### Placement view

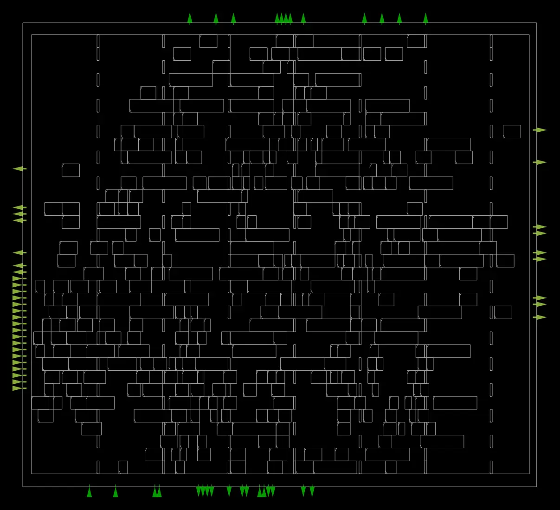
### Logic cells by family

The bar under the picture is 20 µm long.
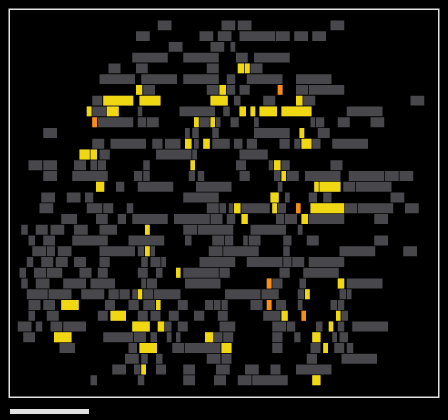
### Where the registers sit

The bar under the picture is 20 µm long. Other sequential cells in the stronger grey, the rest of the logic in the fainter grey.
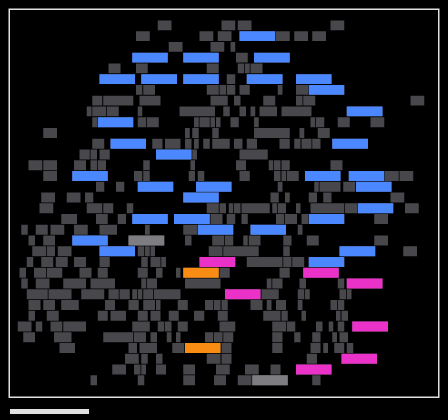
### Wiring by layer

The bar under the picture is 20 µm long.
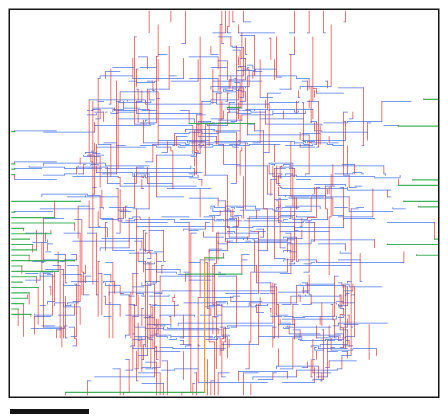
==> config.mk <==
export PLATFORM = sky130hd
export DESIGN_NAME = mod_hazard_ctrl
export DESIGN_NICKNAME = d
export VERILOG_FILES = /design/src/rtl/mod_hazard_ctrl.sv
export SDC_FILE = /design/constraint.sdc
export NUM_CORES = 1
export LEC_CHECK = 0
export ABC_CLOCK_PERIOD_IN_PS = 2600
export CELL_PAD_IN_SITES_DETAIL_PLACEMENT = 0
export CELL_PAD_IN_SITES_GLOBAL_PLACEMENT = 1
export CORE_ASPECT_RATIO = 0.9
export CORE_MARGIN = 1.5
export CORE_UTILIZATION = 25
export CTS_BUF_LIST = sky130_fd_sc_hd__clkbuf_16
export CTS_CLUSTER_SIZE = 40
export DETAILED_ROUTE_END_ITERATION = 7
export GPL_ROUTABILITY_DRIVEN = 0
export PLACE_DENSITY_LB_ADDON = 0.25
export SLEW_MARGIN = 20
export SYNTH_ARGS = -nofsm -noshare
export SYNTH_HDL_FRONTEND = slang
export SYNTH_SLANG_ARGS = --single-unit
==> constraint.sdc <==
create_clock -name clk_i -period 2.6 [get_ports clk_i]
set_input_delay 0.52 -clock clk_i [delete_from_list [all_inputs] [get_ports clk_i]]
set_output_delay 0.52 -clock clk_i [all_outputs]
set_load 0.005 [all_outputs]
==> src/rtl/mod_hazard_ctrl.sv <==
// Pipeline hazard controller: sequences PC/IF-ID/ID-EX/EX-MEM stall and flush controls
// for load-use, EX redirects, multi-cycle EX ops (with watchdog) and imem wait.
module mod_hazard_ctrl #(
    parameter int unsigned SQUASH_CYCLES = 1,
    parameter int unsigned MC_TIMEOUT    = 64,
    parameter int unsigned CNT_W         = 32
) (
    input  logic             clk_i,
    input  logic             rst_ni,
    input  logic [4:0]       id_rs1_i,
    input  logic [4:0]       id_rs2_i,
    input  logic             id_use_rs1_i,
    input  logic             id_use_rs2_i,
    input  logic [4:0]       ex_rd_i,
    input  logic             ex_is_load_i,
    input  logic             ex_redirect_i,
    input  logic             ex_mc_start_i,
    input  logic             mc_done_i,
    input  logic             imem_ready_i,
    output logic             pc_stall_o,
    output logic             if2id_stall_o,
    output logic             if2id_flush_o,
    output logic             id2ex_stall_o,
    output logic             id2ex_flush_o,
    output logic             ex2mem_flush_o,
    output logic             mc_timeout_o,
    output logic [CNT_W-1:0] stall_cnt_o
);

    localparam int unsigned SQ_W = (SQUASH_CYCLES > 0) ? $clog2(SQUASH_CYCLES + 1) : 1;
    localparam int unsigned MC_W = $clog2(MC_TIMEOUT + 1);

    typedef enum logic [1:0] {
        S_RUN     = 2'd0,
        S_MC_WAIT = 2'd1,
        S_SQUASH  = 2'd2
    } state_t;

    state_t           r_state;
    logic [SQ_W-1:0]  r_sq_cnt;
    logic [MC_W-1:0]  r_mc_cnt;
    logic             r_mc_timeout;
    logic [CNT_W-1:0] r_stall_cnt;

    state_t           w_state_nxt;
    logic [SQ_W-1:0]  w_sq_nxt;
    logic [MC_W-1:0]  w_mc_nxt;
    logic             w_to_set;
    logic             w_load_use;
    logic             w_pc_stall;
    logic             w_if2id_stall;
    logic             w_if2id_flush;
    logic             w_id2ex_stall;
    logic             w_id2ex_flush;
    logic             w_ex2mem_flush;

    assign w_load_use = ex_is_load_i && (ex_rd_i != 5'd0) &&
                        ((id_use_rs1_i && (id_rs1_i == ex_rd_i)) ||
                         (id_use_rs2_i && (id_rs2_i == ex_rd_i)));

    // Next-state and control decode; the redirect target loads into PC, so PC is never held then.
    always_comb begin
        w_state_nxt    = r_state;
        w_sq_nxt       = r_sq_cnt;
        w_mc_nxt       = r_mc_cnt;
        w_to_set       = 1'b0;
        w_pc_stall     = 1'b0;
        w_if2id_stall  = 1'b0;
        w_if2id_flush  = 1'b0;
        w_id2ex_stall  = 1'b0;
        w_id2ex_flush  = 1'b0;
        w_ex2mem_flush = 1'b0;
        case (r_state)
            S_RUN: begin
                if (ex_redirect_i) begin
                    w_if2id_flush = 1'b1;
                    w_id2ex_flush = 1'b1;
                    if (SQUASH_CYCLES > 0) begin
                        w_state_nxt = S_SQUASH;
                        w_sq_nxt    = SQ_W'(SQUASH_CYCLES);
                    end
                end else if (ex_mc_start_i && !mc_done_i) begin
                    w_pc_stall     = 1'b1;
                    w_if2id_stall  = 1'b1;
                    w_id2ex_stall  = 1'b1;
                    w_ex2mem_flush = 1'b1;
                    w_state_nxt    = S_MC_WAIT;
                    w_mc_nxt       = MC_W'(1);
                end else if (w_load_use) begin
                    w_pc_stall    = 1'b1;
                    w_if2id_stall = 1'b1;
                    w_id2ex_flush = 1'b1;
                end else if (!imem_ready_i) begin
                    w_pc_stall    = 1'b1;
                    w_if2id_flush = 1'b1;
                end
            end
            S_MC_WAIT: begin
                if (mc_done_i) begin
                    w_state_nxt = S_RUN;
                    w_mc_nxt    = '0;
                end else if (r_mc_cnt == MC_W'(MC_TIMEOUT)) begin
                    w_to_set    = 1'b1;
                    w_state_nxt = S_RUN;
                    w_mc_nxt    = '0;
                end else begin
                    w_pc_stall     = 1'b1;
                    w_if2id_stall  = 1'b1;
                    w_id2ex_stall  = 1'b1;
                    w_ex2mem_flush = 1'b1;
                    w_mc_nxt       = r_mc_cnt + MC_W'(1);
                end
            end
            S_SQUASH: begin
                if (ex_redirect_i) begin
                    w_if2id_flush = 1'b1;
                    w_id2ex_flush = 1'b1;
                    w_sq_nxt      = SQ_W'(SQUASH_CYCLES);
                end else begin
                    w_if2id_flush = 1'b1;
                    w_pc_stall    = !imem_ready_i;
                    if (imem_ready_i) begin
                        if (r_sq_cnt == SQ_W'(1)) begin
                            w_state_nxt = S_RUN;
                            w_sq_nxt    = '0;
                        end else begin
                            w_sq_nxt = r_sq_cnt - SQ_W'(1);
                        end
                    end
                end
            end
            default: begin
                w_state_nxt = S_RUN;
                w_sq_nxt    = '0;
                w_mc_nxt    = '0;
            end
        endcase
    end

    // Gate controls with reset so nothing leaks out while rst_ni is low.
    assign pc_stall_o     = w_pc_stall     & rst_ni;
    assign if2id_stall_o  = w_if2id_stall  & rst_ni;
    assign if2id_flush_o  = w_if2id_flush  & rst_ni;
    assign id2ex_stall_o  = w_id2ex_stall  & rst_ni;
    assign id2ex_flush_o  = w_id2ex_flush  & rst_ni;
    assign ex2mem_flush_o = w_ex2mem_flush & rst_ni;
    assign mc_timeout_o   = r_mc_timeout;
    assign stall_cnt_o    = r_stall_cnt;

    always_ff @(posedge clk_i or negedge rst_ni) begin
        if (!rst_ni) begin
            r_state      <= S_RUN;
            r_sq_cnt     <= '0;
            r_mc_cnt     <= '0;
            r_mc_timeout <= 1'b0;
            r_stall_cnt  <= '0;
        end else begin
            r_state  <= w_state_nxt;
            r_sq_cnt <= w_sq_nxt;
            r_mc_cnt <= w_mc_nxt;
            if (w_to_set) begin
                r_mc_timeout <= 1'b1;
            end
            if (w_pc_stall && (r_stall_cnt != '1)) begin
                r_stall_cnt <= r_stall_cnt + CNT_W'(1);
            end
        end
    end

endmodule

==> run_results.csv <==
group,metric,value,unit
routing,via_count,2191,
grt,grt_pass1_vias,2258,
final_layout,nFillCells,1013,
place,place_area,3496,µm²
pwr,p_comb_share,23.8,%
timing,fin_ws,0.05839,ns
yosys,syn_nets,281,
hold_path,worstHoldPathType,"primary input to async pin",
pwr,pwr-share-clk,31.2,%
yosys,synth-edff-count,0,
clocking,hold_buffers,0,
place,hpwlAfterDp,4.732,mm
outcome,run_status,"completed",
final_layout,clk_share,3.620,%
die,chip_area,10580,µm²
place,pre_cts_ws,-0.7906,ns
timing,worst_pin_slew,0.5899,ns
grt,antenna_found_initial,0,
yosys,synth_area,2492,µm²
place,dp_cells,470,
clocking,cts_made_buffers,5,
final_layout,fin_nets,382,
yosys,ys_types,49,
clocking,clkLatencyLatePin,0.28,ns
routing,post_drt_wl_per_cell,13.27,µm
timing,slew_viol_final,0,
final_layout,largest_reg_flops,32,
final_layout,syn_to_final_growth,48.39,%
final_layout,buf_share,24.05,%
final_layout,design_area,3699,µm²
yosys,yosysTopAreaCell,"dfrtp_1",
timing,fmax,0.3935,GHz
yosys,top_area_share,43.17,%
pwr,p_switching,529.6,µW
timing,whs,0.3875,ns
clocking,ctsResizeCount,58,
die,io_pins,63,
final_layout,nNonClkBuffers,102,
final_layout,flop-count,43,
final_layout,logic_gates,197,
routing,drc,0,
clocking,h-tree-depth,2,
grt,grt_usage,12.79,%
yosys,ys_seq_share,43.17,%
clocking,root_buffer,"clkbuf_16",
timing,final-setup-viol-count,0,
clocking,numClockSinks,43,
routing,totalWireLength,6.383,mm
die,rows,34,
routing,via_per_inst,4.555,
yosys,ys_sh_mux,1.305,%
yosys,avgSynthCellArea,9.813,µm²
pwr,pwr-share-seq,44.9,%
pwr,switching_share,28.02,%
yosys,synthAdderAreaFrac,1.506,%
yosys,yosysChipArea,2492,µm²
yosys,synth_flops,43,
run,warnings,28,
final_layout,area.combinational,1419,µm²
yosys,ys_top_cells_by_area,"dfrtp_1 (43%), xor2_1 (9.8%), nand2_1 (3.3%), nand4_1 (3.3%), nor2_1 (3.2%)",
clocking,clkSlewWorstSetupHoldPaths,0.06,ns
timing,rsz0062_at_grt,"yes",
yosys,xor_share,12.65,%
final_layout,drive_gt1_share,23.94,%
pwr,ir_drop,0.2383,mV
worst_setup_path,critPathCaptureType,"output pin",
final_layout,antennaDiodeCount,0,
timing,fin_crit_sh,97.75,%
pwr,total_power,1.890,mW
yosys,synth.comb.largest_family,"simple AND/OR/NAND/NOR gates",
die,die_x,108.3,µm
worst_setup_path,required,2.08,ns
final_layout,non_clock_inverter_count,6,
About 'Placement view':
core box area: 9699 µm²
tap cells: 126
fraction of area in registers: 29.09%
post-layout util: 38.13%

About 'Logic cells by family':
- orange: inv cells (cells 6)
- yellow: nor cells (cells 56)
logic share of the area: 38.36%
Non-Filler Instances: 481
most common logic cell in the routed design: dfrtp_1

About 'Where the registers sit':
- magenta: r_mc_cnt (sequential cells 7)
- blue: stall_cnt_o (sequential cells 32)
- orange: r_state (sequential cells 2)
sequential logic power: 849 µW
register area: 1076 µm²

About 'Wiring by layer':
- blue: metal 1 (wire length 3160 µm)
- orange: metal 4 (wire length 34.0 µm)
- red: metal 2 (wire length 2910 µm)
- green: metal 3 (wire length 279 µm)

-- worst paths after layout --
kind                              startpoint         endpoint  slack (ns)  depth (start not counted)
worst max-delay path               mc_done_i       pc_stall_o        0.06                          8
worst min-delay path                  rst_ni     mc_timeout_o        0.39                          2
worst max register to register    r_state[1]  stall_cnt_o[27]        0.29                          9
worst min register to register  mc_timeout_o     mc_timeout_o        0.49                          1
max in group asynchronous             rst_ni  stall_cnt_o[30]        1.83                          2
min in group clk_i              mc_timeout_o     mc_timeout_o        0.49                          1
-- power groups by stage --
stage	clock network, mW	logic, mW	registers [mW]
final	0.590	0.451	0.849
after global placement	0	0.440	0.863
after CTS	0.616	0.453	0.851
after floorplan	0	0.174	0.845
after global routing	0.633	0.500	0.867
after detailed placement	0	0.449	0.859
-- worst max-delay path, stage by stage --
cell,delay [ns]
dlygate4sd2_1,0.25
or3b_4,0.40
a41o_1,0.25
buf_4,0.15
a21boi_4,0.14
o31ai_4,0.06
and2_1,0.15
buf_2,0.11
-- synth_stat cells, types with 2 or more instances --
library cell,n
inv_1,6
dfrtp_1,43
nand2_1,22
and2_1,2
nor2_1,21
o21bai_1,2
nor4_2,2
xor2_1,28
o21ai_0,11
o31ai_1,2
ha_1,3
xnor2_1,8
buf_4,3
nand4_1,13
a31oi_1,3
buf_6,3
nor3b_1,5
mux2_2,2
and3_1,5
nor4_4,2
nor4b_2,2
nand3_1,13
a21oi_1,9
nor3_1,15
nor4_1,4
nor2b_1,2
-- metal layers --
metal / up-vias / GRT usage [%] / wire (µm)
met3: 2 / 2.549 / 279
met5: - / 0 / 0
met2: 42 / 20.59 / 2912
met4: 0 / 3.340 / 34
met1: 1032 / 17.47 / 3158
li1: 1115 / - / -
Power and IR drop assume default switching activity.
